**config.mk**
```make
export PLATFORM = sky130hd
export DESIGN_NAME = program_loader_flat
export DESIGN_NICKNAME = d
export VERILOG_FILES = /design/src/rtl/cpu_pkg.sv /design/src/rtl/program_loader_if.sv /design/src/rtl/loader_word_packer.sv /design/src/rtl/program_loader.sv /design/src/flat_wrapper.sv
export SDC_FILE = /design/constraint.sdc
export NUM_CORES = 1
export LEC_CHECK = 0
export CAP_MARGIN = 10
export CELL_PAD_IN_SITES_DETAIL_PLACEMENT = 2
export CELL_PAD_IN_SITES_GLOBAL_PLACEMENT = 2
export CORE_MARGIN = 2
export CORE_UTILIZATION = 30
export CTS_CLUSTER_DIAMETER = 150
export DETAILED_ROUTE_END_ITERATION = 16
export PLACE_DENSITY_LB_ADDON = 0.25
export SLEW_MARGIN = 20
export SYNTH_ARGS = -nofsm -noshare
export SYNTH_HDL_FRONTEND = slang
export SYNTH_SLANG_ARGS = --single-unit
```
**constraint.sdc**
```tcl
create_clock -name clk -period 4.33 [get_ports clk]
set_clock_uncertainty 0.2 [all_clocks]
set_input_delay 0.866 -clock clk [delete_from_list [all_inputs] [get_ports clk]]
set_output_delay 0.866 -clock clk [all_outputs]
set_load 0.01 [all_outputs]
```
**src/rtl/cpu_pkg.sv**
```systemverilog
`default_nettype none
// ============================================================================
// Module   : cpu_pkg
// Purpose  : Shared CPU-level constants and the boot loader state encoding.
// Ports    : none (package)
// Revision : 1.0 - initial release
// ============================================================================
package cpu_pkg;

  localparam int INSTR_W     = 18;  // instruction word width, opcode in [17:14]
  localparam int OPCODE_W    = 4;
  localparam int IMEM_ADDR_W = 10;  // instruction memory depth = 2**IMEM_ADDR_W

  typedef enum logic [2:0] {
    ST_IDLE   = 3'd0,
    ST_HDR_HI = 3'd1,
    ST_HDR_LO = 3'd2,
    ST_B0     = 3'd3,
    ST_B1     = 3'd4,
    ST_B2     = 3'd5,
    ST_WRITE  = 3'd6,
    ST_DONE   = 3'd7
  } loader_state_e;

endpackage
`default_nettype wire

```
**src/rtl/program_loader_if.sv**
```systemverilog
`default_nettype none
// ============================================================================
// Module   : program_loader_if
// Purpose  : Byte-stream input, instruction-memory write port and CPU control
//            signals of the boot loader, bundled as one interface.
// Ports    : start, in_valid, in_data        (master -> loader)
//            in_ready, imem_we, imem_addr,
//            imem_wdata, cpu_reset, done, err (loader -> master)
// Revision : 1.0 - initial release
// ============================================================================
interface program_loader_if
  import cpu_pkg::*;
#(
  parameter int ADDR_W = IMEM_ADDR_W,
  parameter int DATA_W = cpu_pkg::INSTR_W
);

  logic              start;
  logic              in_valid;
  logic [7:0]        in_data;
  logic              in_ready;
  logic              imem_we;
  logic [ADDR_W-1:0] imem_addr;
  logic [DATA_W-1:0] imem_wdata;
  logic              cpu_reset;
  logic              done;
  logic              err;

  modport master (
    output start, in_valid, in_data,
    input  in_ready, imem_we, imem_addr, imem_wdata, cpu_reset, done, err
  );

  modport slave (
    input  start, in_valid, in_data,
    output in_ready, imem_we, imem_addr, imem_wdata, cpu_reset, done, err
  );

endinterface
`default_nettype wire

```
**src/rtl/loader_word_packer.sv**
```systemverilog
`default_nettype none
// ============================================================================
// Module   : loader_word_packer
// Purpose  : Packs three stream bytes (big-endian) into one instruction word.
// Ports    : clk, reset        clock / async active-high reset
//            load_i            first byte of a word (clears older contents)
//            shift_i           following bytes, shifted in from the right
//            byte_i[7:0]       stream byte
//            word_o[INSTR_W-1:0] packed instruction word
// Revision : 1.0 - initial release
// ============================================================================
module loader_word_packer
  import cpu_pkg::*;
(
  input  logic               clk,
  input  logic               reset,
  input  logic               load_i,
  input  logic               shift_i,
  input  logic [7:0]         byte_i,
  output logic [INSTR_W-1:0] word_o
);

  // Only 18 bits are kept: after two further shifts the upper six bits of
  // the first byte fall off the top, leaving byte0[1:0] in word[17:16].
  logic [INSTR_W-1:0] sr_q;

  always_ff @(posedge clk or posedge reset) begin
    if (reset) begin
      sr_q <= '0;
    end else if (load_i) begin
      sr_q <= {{(INSTR_W-8){1'b0}}, byte_i};
    end else if (shift_i) begin
      sr_q <= {sr_q[INSTR_W-9:0], byte_i};
    end
  end

  assign word_o = sr_q;

endmodule
`default_nettype wire

```
**src/rtl/program_loader.sv**
```systemverilog
`default_nettype none
// ============================================================================
// Module   : program_loader
// Purpose  : Boot loader. Receives a byte stream (16-bit big-endian word
//            count, then 3 bytes per word), writes the words sequentially
//            into instruction memory and holds the CPU in reset until the
//            whole image is written.
// Ports    : clk        system clock, rising edge
//            reset      asynchronous active-high reset
//            bus.slave  start/in_valid/in_data in; in_ready, imem_we,
//                       imem_addr, imem_wdata, cpu_reset, done, err out
// Revision : 1.0 - initial release
// ============================================================================
module program_loader
  import cpu_pkg::*;
#(
  parameter int ADDR_W  = IMEM_ADDR_W,
  parameter int INSTR_W = cpu_pkg::INSTR_W
)(
  input  logic             clk,
  input  logic             reset,
  program_loader_if.slave  bus
);

  localparam logic [2:0] S_IDLE   = ST_IDLE;
  localparam logic [2:0] S_HDR_HI = ST_HDR_HI;
  localparam logic [2:0] S_HDR_LO = ST_HDR_LO;
  localparam logic [2:0] S_B0     = ST_B0;
  localparam logic [2:0] S_B1     = ST_B1;
  localparam logic [2:0] S_B2     = ST_B2;
  localparam logic [2:0] S_WRITE  = ST_WRITE;
  localparam logic [2:0] S_DONE   = ST_DONE;

  localparam logic [16:0] C_DEPTH = 17'(1) << ADDR_W;

  logic [2:0]         state_q, state_d;
  logic [15:0]        n_q, n_d;
  logic [ADDR_W:0]    cnt_q, cnt_d;      // one extra bit: N = depth never wraps
  logic               err_q, err_d;
  logic               in_ready_q, imem_we_q, done_q, cpu_reset_q;
  logic               w_hs, w_pk_load, w_pk_shift;
  logic [15:0]        w_n_full;
  logic [INSTR_W-1:0] w_word;

  assign w_hs     = bus.in_valid & in_ready_q;
  assign w_n_full = {n_q[15:8], bus.in_data};

  always_comb begin
    state_d    = state_q;
    n_d        = n_q;
    cnt_d      = cnt_q;
    err_d      = err_q;
    w_pk_load  = 1'b0;
    w_pk_shift = 1'b0;
    case (state_q)
      S_IDLE, S_DONE: begin
        if (bus.start) begin
          state_d = S_HDR_HI;
          cnt_d   = '0;
          err_d   = 1'b0;
        end
      end
      S_HDR_HI: begin
        if (w_hs) begin
          n_d[15:8] = bus.in_data;
          state_d   = S_HDR_LO;
        end
      end
      S_HDR_LO: begin
        if (w_hs) begin
          n_d[7:0] = bus.in_data;
          if (w_n_full == 16'd0) begin
            state_d = S_DONE;
          end else if ({1'b0, w_n_full} > C_DEPTH) begin
            err_d   = 1'b1;
            state_d = S_IDLE;
          end else begin
            state_d = S_B0;
          end
        end
      end
      S_B0: begin
        if (w_hs) begin
          w_pk_load = 1'b1;
          state_d   = S_B1;
        end
      end
      S_B1: begin
        if (w_hs) begin
          w_pk_shift = 1'b1;
          state_d    = S_B2;
        end
      end
      S_B2: begin
        if (w_hs) begin
          w_pk_shift = 1'b1;
          state_d    = S_WRITE;
        end
      end
      S_WRITE: begin
        cnt_d = cnt_q + 1'b1;
        // Counter still holds this word's index: the last word is index N-1.
        if (16'(cnt_q) == n_q - 16'd1) begin
          state_d = S_DONE;
        end else begin
          state_d = S_B0;
        end
      end
      default: state_d = S_IDLE;
    endcase
  end

  // Outputs are registered from the next state so they line up with it.
  always_ff @(posedge clk or posedge reset) begin
    if (reset) begin
      state_q     <= S_IDLE;
      n_q         <= '0;
      cnt_q       <= '0;
      err_q       <= 1'b0;
      in_ready_q  <= 1'b0;
      imem_we_q   <= 1'b0;
      done_q      <= 1'b0;
      cpu_reset_q <= 1'b1;
    end else begin
      state_q     <= state_d;
      n_q         <= n_d;
      cnt_q       <= cnt_d;
      err_q       <= err_d;
      in_ready_q  <= (state_d == S_HDR_HI) || (state_d == S_HDR_LO) ||
                     (state_d == S_B0) || (state_d == S_B1) || (state_d == S_B2);
      imem_we_q   <= (state_d == S_WRITE);
      done_q      <= (state_d == S_DONE);
      cpu_reset_q <= (state_d != S_DONE);
    end
  end

  loader_word_packer u_packer (
    .clk     (clk),
    .reset   (reset),
    .load_i  (w_pk_load),
    .shift_i (w_pk_shift),
    .byte_i  (bus.in_data),
    .word_o  (w_word)
  );

  assign bus.in_ready   = in_ready_q;
  assign bus.imem_we    = imem_we_q;
  assign bus.imem_addr  = cnt_q[ADDR_W-1:0];
  assign bus.imem_wdata = w_word;
  assign bus.cpu_reset  = cpu_reset_q;
  assign bus.done       = done_q;
  assign bus.err        = err_q;

endmodule
`default_nettype wire

```
**src/flat_wrapper.sv**
```systemverilog
// flat-port wrapper written by rule: the top's interface ports become plain ports
module program_loader_flat import cpu_pkg::*;
#(
  parameter int ADDR_W  = IMEM_ADDR_W,
  parameter int INSTR_W = cpu_pkg::INSTR_W
)
  (clk, reset, bus_start, bus_in_valid, bus_in_data, bus_in_ready, bus_imem_we, bus_imem_addr, bus_imem_wdata, bus_cpu_reset, bus_done, bus_err);
  program_loader_if #(.ADDR_W(ADDR_W), .DATA_W((cpu_pkg::INSTR_W))) bus_i ();
  input  logic clk;
  input  logic reset;
  input wire logic [$bits(bus_i.start)-1:0] bus_start;
  input wire logic [$bits(bus_i.in_valid)-1:0] bus_in_valid;
  input wire logic [$bits(bus_i.in_data)-1:0] bus_in_data;
  output wire logic [$bits(bus_i.in_ready)-1:0] bus_in_ready;
  output wire logic [$bits(bus_i.imem_we)-1:0] bus_imem_we;
  output wire logic [$bits(bus_i.imem_addr)-1:0] bus_imem_addr;
  output wire logic [$bits(bus_i.imem_wdata)-1:0] bus_imem_wdata;
  output wire logic [$bits(bus_i.cpu_reset)-1:0] bus_cpu_reset;
  output wire logic [$bits(bus_i.done)-1:0] bus_done;
  output wire logic [$bits(bus_i.err)-1:0] bus_err;
  assign bus_i.start = bus_start;
  assign bus_i.in_valid = bus_in_valid;
  assign bus_i.in_data = bus_in_data;
  assign bus_in_ready = bus_i.in_ready;
  assign bus_imem_we = bus_i.imem_we;
  assign bus_imem_addr = bus_i.imem_addr;
  assign bus_imem_wdata = bus_i.imem_wdata;
  assign bus_cpu_reset = bus_i.cpu_reset;
  assign bus_done = bus_i.done;
  assign bus_err = bus_i.err;
  program_loader #(.ADDR_W(ADDR_W), .INSTR_W(INSTR_W)) u_core (.clk(clk), .reset(reset), .bus(bus_i));
endmodule
```
### Placed standard cells, run 1

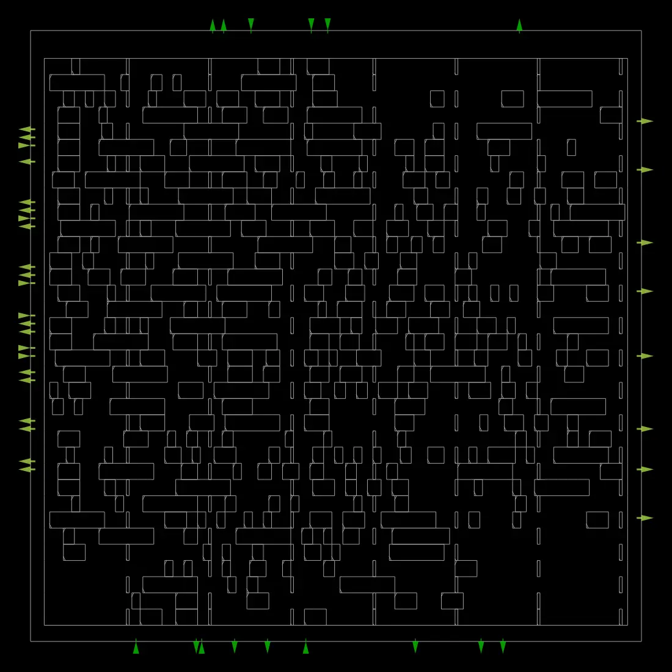
register share of the cell area: 38.1%
# fillers: 1040
Flops: 53
number of cell rows: 35

### Routed metal, one color a layer, run 1

Drawn at 4 px/µm. Only two layers are drawn.
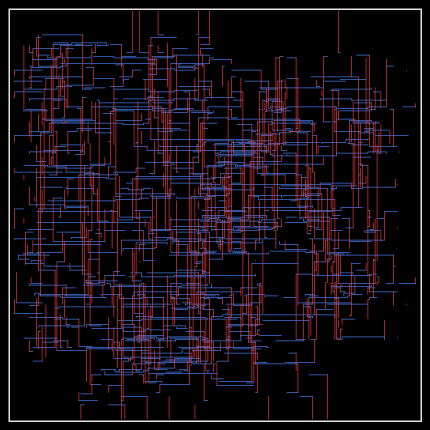
[blue] M1 | wire length: 3870 µm
[red] M2 | wire length: 4090 µm
global-route usage over all layers: 17.0%
via count: 2401
total routed wirelength: 8240 µm
wire per inst: 17.9 µm

### Placed cells, one color a class, run 1

Drawn at 3 px/µm.
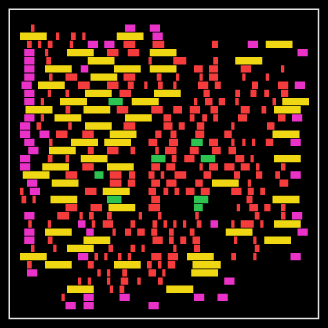
[yellow] registers | cells: 53
[green] clock drivers and dummy loads | cells: 8
[magenta] remaining buffers and delay cells | cells: 48
[red] remaining logic cells | cells: 223

==> run 1: power groups by stage <==
stage          logic, mW  registers, mW  clock network, mW
2_1_floorplan      0.666          0.866                  0
3_3_place_gp       0.934          0.962                  0
3_5_place_dp       0.956          0.974                  0
4_1_cts            0.965          0.966              0.331
5_1_grt             1.06           1.01              0.345
6_report           0.946          0.967              0.315
==> run 1: synth_stat cells, types with 3 or more instances <==
cell type  count
nor4_1         6
o21ai_0       14
mux2_2        23
xor2_1         4
a211oi_1       3
clkbuf_1      15
a21oi_1       15
nand4_1        6
nand3_1       10
inv_1          6
o211ai_1       4
nor3_1         6
nor2_1        19
or2_2          3
a221o_1        3
buf_4         10
xnor2_1       13
or4_1          4
nand2_1       47
mux2i_1        4
dfrtp_1       52
==> run 1: worst register-to-register path, cell delays in order, from the launching register on <==
cell and delay (ns):
dfrtp_1 0.46, inv_1 0.11, ha_1 0.36, or4b_2 0.69, nor3_1 0.22, mux2i_1 0.22, o2111ai_1 0.13, or4_4 0.59
a21bo_1 0.21
==> run 1: state kept, by name (all words and copies together), names as in the netlist <==
name                    cells
u_core.bus.err              1
u_core.bus.in_ready         1
u_core.bus.cpu_reset        1
u_core.bus.imem_we          1
u_core.bus.done             1
u_core.cnt_q               11
u_core.state_q              3
u_core.n_q                 16
u_core.u_packer.word_o     18
==> run 1: cell families (layout without fill, tap and decap cells) <==
logic type | Yosys count | after routing | synth area share (%)
XOR/XNOR | 17 | 17 | 5.11
adder cells (fa/ha/maj) | 2 | 2 | 0.858
buffers and inverters | 34 | 62 | 6.22
AND-OR/OR-AND | 55 | 55 | 12.5
AND/OR/NAND/NOR | 116 | 116 | 19.6
flip-flops | 53 | 53 | 45.5
multiplexers | 27 | 27 | 10.3
==> flow_metrics.tcl, run 1 <==
# implementation run metrics
set metrics [dict create \
    critPathSlowestCell "or4b_2" \
    synth-main-ff-cell "dfrtp_1" \
    dr_wl_met2_um 4090 \
    area_leaders "dfrtp_1, mux2_2, nand2_1, xnor2_1, a21oi_1" \
    outcome "completed" \
    largestClassByArea "combinational gates" \
    setup_ws_ns 1.08 \
    yosys_cells 304 \
    synth_seq_share_pct 45.5 \
    clk_pin_slew_worst_paths_ns 0.11 \
    crit_buf_inv 1 \
    portBuffers 44 \
    n_all_buffers 48 \
    rsz0062_at_grt "false" \
    drv_slew 0 \
    endpoint_kind "register" \
    setup_violations 0 \
    clockBufferDepth 2 \
    dr.pass1.iters 4 \
    fin_crit_sh_pct 75.0 \
    final.clkbuf_count 5 \
    drt_iter0_drc 102 \
    ys_types 48 \
    p_int_mw 1.31 \
    initCoreUtil_pct 31.3 \
    overflow 0 \
    syn-num-nets 318 \
    die_h_um 103 \
    cp-startpoint "u_core.n_q[0]$_DFFE_PP0P_" \
    post_cts_buffers 0 \
    dp_cells 453 \
    cts_buffers 5 \
    clk_share_pct 2.80 \
    antenna_found_initial 0 \
    r2r-end "u_core.bus.cpu_reset$_DFF_PP1_" \
    critPathRequiredTime_ns 4.39 \
    drt-met1-wl_um 3870 \
    fin_crit_ns 3.25 \
    cts_resized 0 \
    r2r_cells 8 \
    max-vdd-ir-drop_v 0.000259 \
    taps 129 \
    top_usage_layer "met2" \
    critical_path_class "register to register" \
    cp.arrival_ns 3.31 \
    io_pins 45 \
    power_frac_seq_pct 43.4 \
    clock_sinks 53 \
    register_area_um2 1330 \
    drive_gt1_share_pct 13.0 \
    layout.area.comb_um2 1410 \
    die_width_um 103 \
    cts_tree "built" \
    switchingPower_uw 919 \
    power_frac_comb_pct 42.5 \
    n_antenna_cell 0 \
    p_leak_nw 1.38 \
    antenna_left 0 \
    nNetsFinal 345 \
    dr_wl_met3_um 206 \
    final_util_pct 37.4 \
    slew_headroom_pct 46.8 \
    ys_chip_area_um2 2920 \
    inv_count 6 \
    yosys_warnings 0 \
    reg2reg_slack_ns 1.08 \
    layout_top_cells "dfrtp_1, nand2_1, clkdlybuf4s50_1" \
    met3_usage_pct 2.78 \
    synthesis.area_um2 2920 \
    cts.htree.levels 2 \
    endpoint "u_core.bus.cpu_reset$_DFF_PP1_" \
    dp_hpwl_um 6110 \
    warnings 26 \
    min_path_cells 1 \
    worst_pin_slew_ns 0.795 \
    synth.top_cell.area_share_pct 44.6 \
    hold_path_end "u_core.cnt_q[10]$_DFFE_PP0P_" \
    min_from "u_core.cnt_q[10]$_DFFE_PP0P_" \
    grt_max_degree 35 \
    area_share_nonclk_buffers_pct 13.5 \
    p_per_area_nw_per_um2 639 \
    insertion_delay_ns 0.32 \
]
--- run 2 (diff from run 1) ---
==> constraint.sdc (replaced) <==
create_clock -name clk -period 3.4 [get_ports clk]
set_clock_uncertainty 0.2 [all_clocks]
set_input_delay 0.68 -clock clk [delete_from_list [all_inputs] [get_ports clk]]
set_output_delay 0.68 -clock clk [all_outputs]
set_load 0.01 [all_outputs]
### Routed metal, one color a layer, run 2

Drawn at 4 px/µm. Only two layers are drawn.
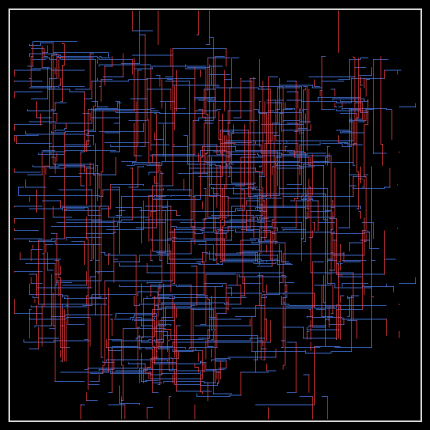
[blue] M1 | wire length: 4020 µm
[red] M2 | wire length: 4150 µm

### Placed cells, one color a class, run 2

Drawn at 3 px/µm.
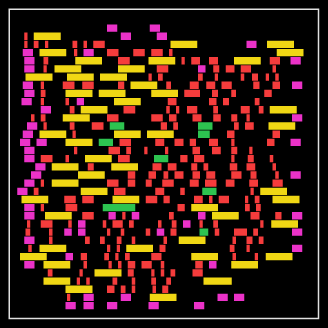
[red] remaining logic cells | cells: 223
[yellow] registers | cells: 53
[green] clock drivers and dummy loads | cells: 8
[magenta] remaining buffers and delay cells | cells: 56
Util after Layout: 38.3%
post-layout instance area: 3570 µm²

### Placed standard cells, run 2

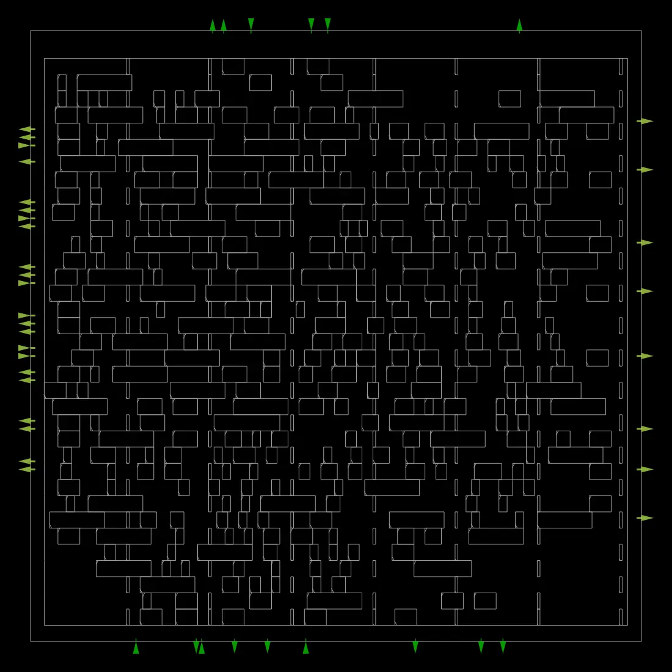
tap cells: 129
core area: 9330 µm²
register share of the cell area: 37.2%

==> run 2 against run 1 <==
Global-route usage rose by 0.73 points. Area after synthesis unchanged. Utilization up 0.90 points. Register-to-register slack got worse by 0.85 ns. Sequential power rose by 23%. Final area rose by 2.4%. Critical path depth stayed put. Critical path type unchanged. Largest cell class unchanged. Largest power group is now combinational logic.
==> flow_metrics.tcl, run 2 <==
# implementation run metrics
set metrics [dict create \
    outcome "completed" \
    drive_gt1_share_pct 15.3 \
    dr_wl_met2_um 4150 \
    worst_pin_slew_ns 0.893 \
    io_pins 45 \
    endpoint_kind "register" \
    power_frac_seq_pct 40.1 \
    clkPwrFrac_pct 15.8 \
    warnings 26 \
    met3_usage_pct 2.85 \
    setup_ws_ns 0.226 \
    synth.top_cell.area_share_pct 44.6 \
    fin_crit_sh_pct 93.3 \
    synthArstFlopShare_pct 100 \
    post_drt_wl_per_cell_um 18.0 \
    register_area_um2 1330 \
    min_from "u_core.u_packer.word_o[14]$_DFFE_PP0P_" \
    vias 2434 \
    die_width_um 103 \
    drv_slew 0 \
    clockBufferDepth 2 \
    setup_violations 0 \
    critPathRequiredTime_ns 3.46 \
    synth-main-ff-cell "dfrtp_1" \
    drt_iter0_drc 96 \
    rsz0062_at_grt "false" \
    area_leaders "dfrtp_1, mux2_2, nand2_1, xnor2_1, a21oi_1" \
    fillerInstances 1036 \
    n_antenna_cell 0 \
    synthesis.area_um2 2920 \
    hold_path_end "u_core.u_packer.word_o[14]$_DFFE_PP0P_" \
    clk_pin_slew_worst_paths_ns 0.11 \
    initCoreUtil_pct 31.3 \
    fin_crit_ns 3.17 \
    insertion_delay_ns 0.31 \
    syn-num-nets 318 \
    yosys_cells 304 \
    synth_seq_share_pct 45.5 \
    pre_cts_ws_ns 0.232 \
    dp_hpwl_um 6090 \
    powerSeq_mw 1.19 \
    p_per_area_nw_per_um2 830 \
    clock_sinks 53 \
    wl_um 8450 \
    layout.area.comb_um2 1410 \
    layout_top_cells "dfrtp_1, nand2_1, clkdlybuf4s50_1" \
    largestPowerGroup "combinational logic" \
    slew_headroom_pct 40.4 \
    crit_buf_inv 1 \
    critPathSlowestCell "or4b_2" \
    reg2reg_slack_ns 0.23 \
    cts_resized 0 \
    drt-met1-wl_um 4020 \
    overflow 0 \
    p_leak_nw 1.42 \
    die_h_um 103 \
    critical_path_class "register to register" \
    r2r-end "u_core.bus.cpu_reset$_DFF_PP1_" \
    nNetsFinal 353 \
    yosys_warnings 0 \
    common_cells "dfrtp_1, nand2_1, mux2_2" \
    top_usage_layer "met2" \
    antenna_left 0 \
    top_cell "dfrtp_1" \
    max-vdd-ir-drop_v 0.000326 \
    antenna_found_initial 0 \
    post_cts_buffers 0 \
    min_path_cells 2 \
    portBuffers 44 \
    power_frac_comb_pct 44.1 \
    cts.htree.levels 2 \
    largest_register_ffs 18 \
    rr_startpoint "u_core.n_q[0]$_DFFE_PP0P_" \
    cts_tree "built" \
    core.rowCount 35 \
    p_comb_mw 1.31 \
    dr_wl_met3_um 205 \
    ys_types 48 \
]
## run 2: cell counts after synthesis
Identical to the previous run, type by type.
## run 2: per-stage QoR
step           cell area (µm²)  power, mW  cells
3_3_place_gp              3450       2.45    461
3_5_place_dp              3450       2.50    461
4_1_cts                   3570       3.00    469
6_report                  3570       2.96    469
2_1_floorplan             2920       1.95    304
5_1_grt                   3570       3.20    469
## run 2: logic make-up (layout without fill, tap and decap cells)
group                      count (synthesis)  count (layout)  synth area share [%]
AOI/OAI and AO/OA                         55              55                  12.5
xor gates and xnor gates                  17              17                  5.11
adders and majority gates                  2               2                 0.858
buffers and inverters                     34              70                  6.22
DFF                                       53              53                  45.5
muxes                                     27              27                  10.3
and+or+nand+nor                          116             116                  19.6
## run 2: worst max path at each step
| stage | start | endpoint | slack (ns) | cells after the start |
|---|---|---|---|---|
| final | u_core.n_q[0]$_DFFE_PP0P_ | u_core.bus.cpu_reset$_DFF_PP1_ | 0.23 | 8 |
| after global routing | u_core.n_q[0]$_DFFE_PP0P_ | u_core.bus.cpu_reset$_DFF_PP1_ | 0.07 | 8 |
| after CTS | u_core.n_q[0]$_DFFE_PP0P_ | u_core.bus.cpu_reset$_DFF_PP1_ | 0.13 | 8 |
| after detailed placement | u_core.n_q[0]$_DFFE_PP0P_ | u_core.bus.in_ready$_DFF_PP0_ | 0.23 | 8 |
| after global placement | u_core.n_q[0]$_DFFE_PP0P_ | u_core.bus.cpu_reset$_DFF_PP1_ | 0.33 | 8 |
| after floorplan | u_core.n_q[0]$_DFFE_PP0P_ | u_core.bus.cpu_reset$_DFF_PP1_ | 0.40 | 9 |
## run 2: area by class of cell
class	instances	area share [%]
clock buffer	5	1.93
clock inverter	3	1.40
inverter	6	0.631
multi-input combinational	217	39.5
sequential	53	37.2
tap	129	4.52
timing repair buffer	56	14.9
Power figures rest on the tool's default switching activity, not on a simulated workload.
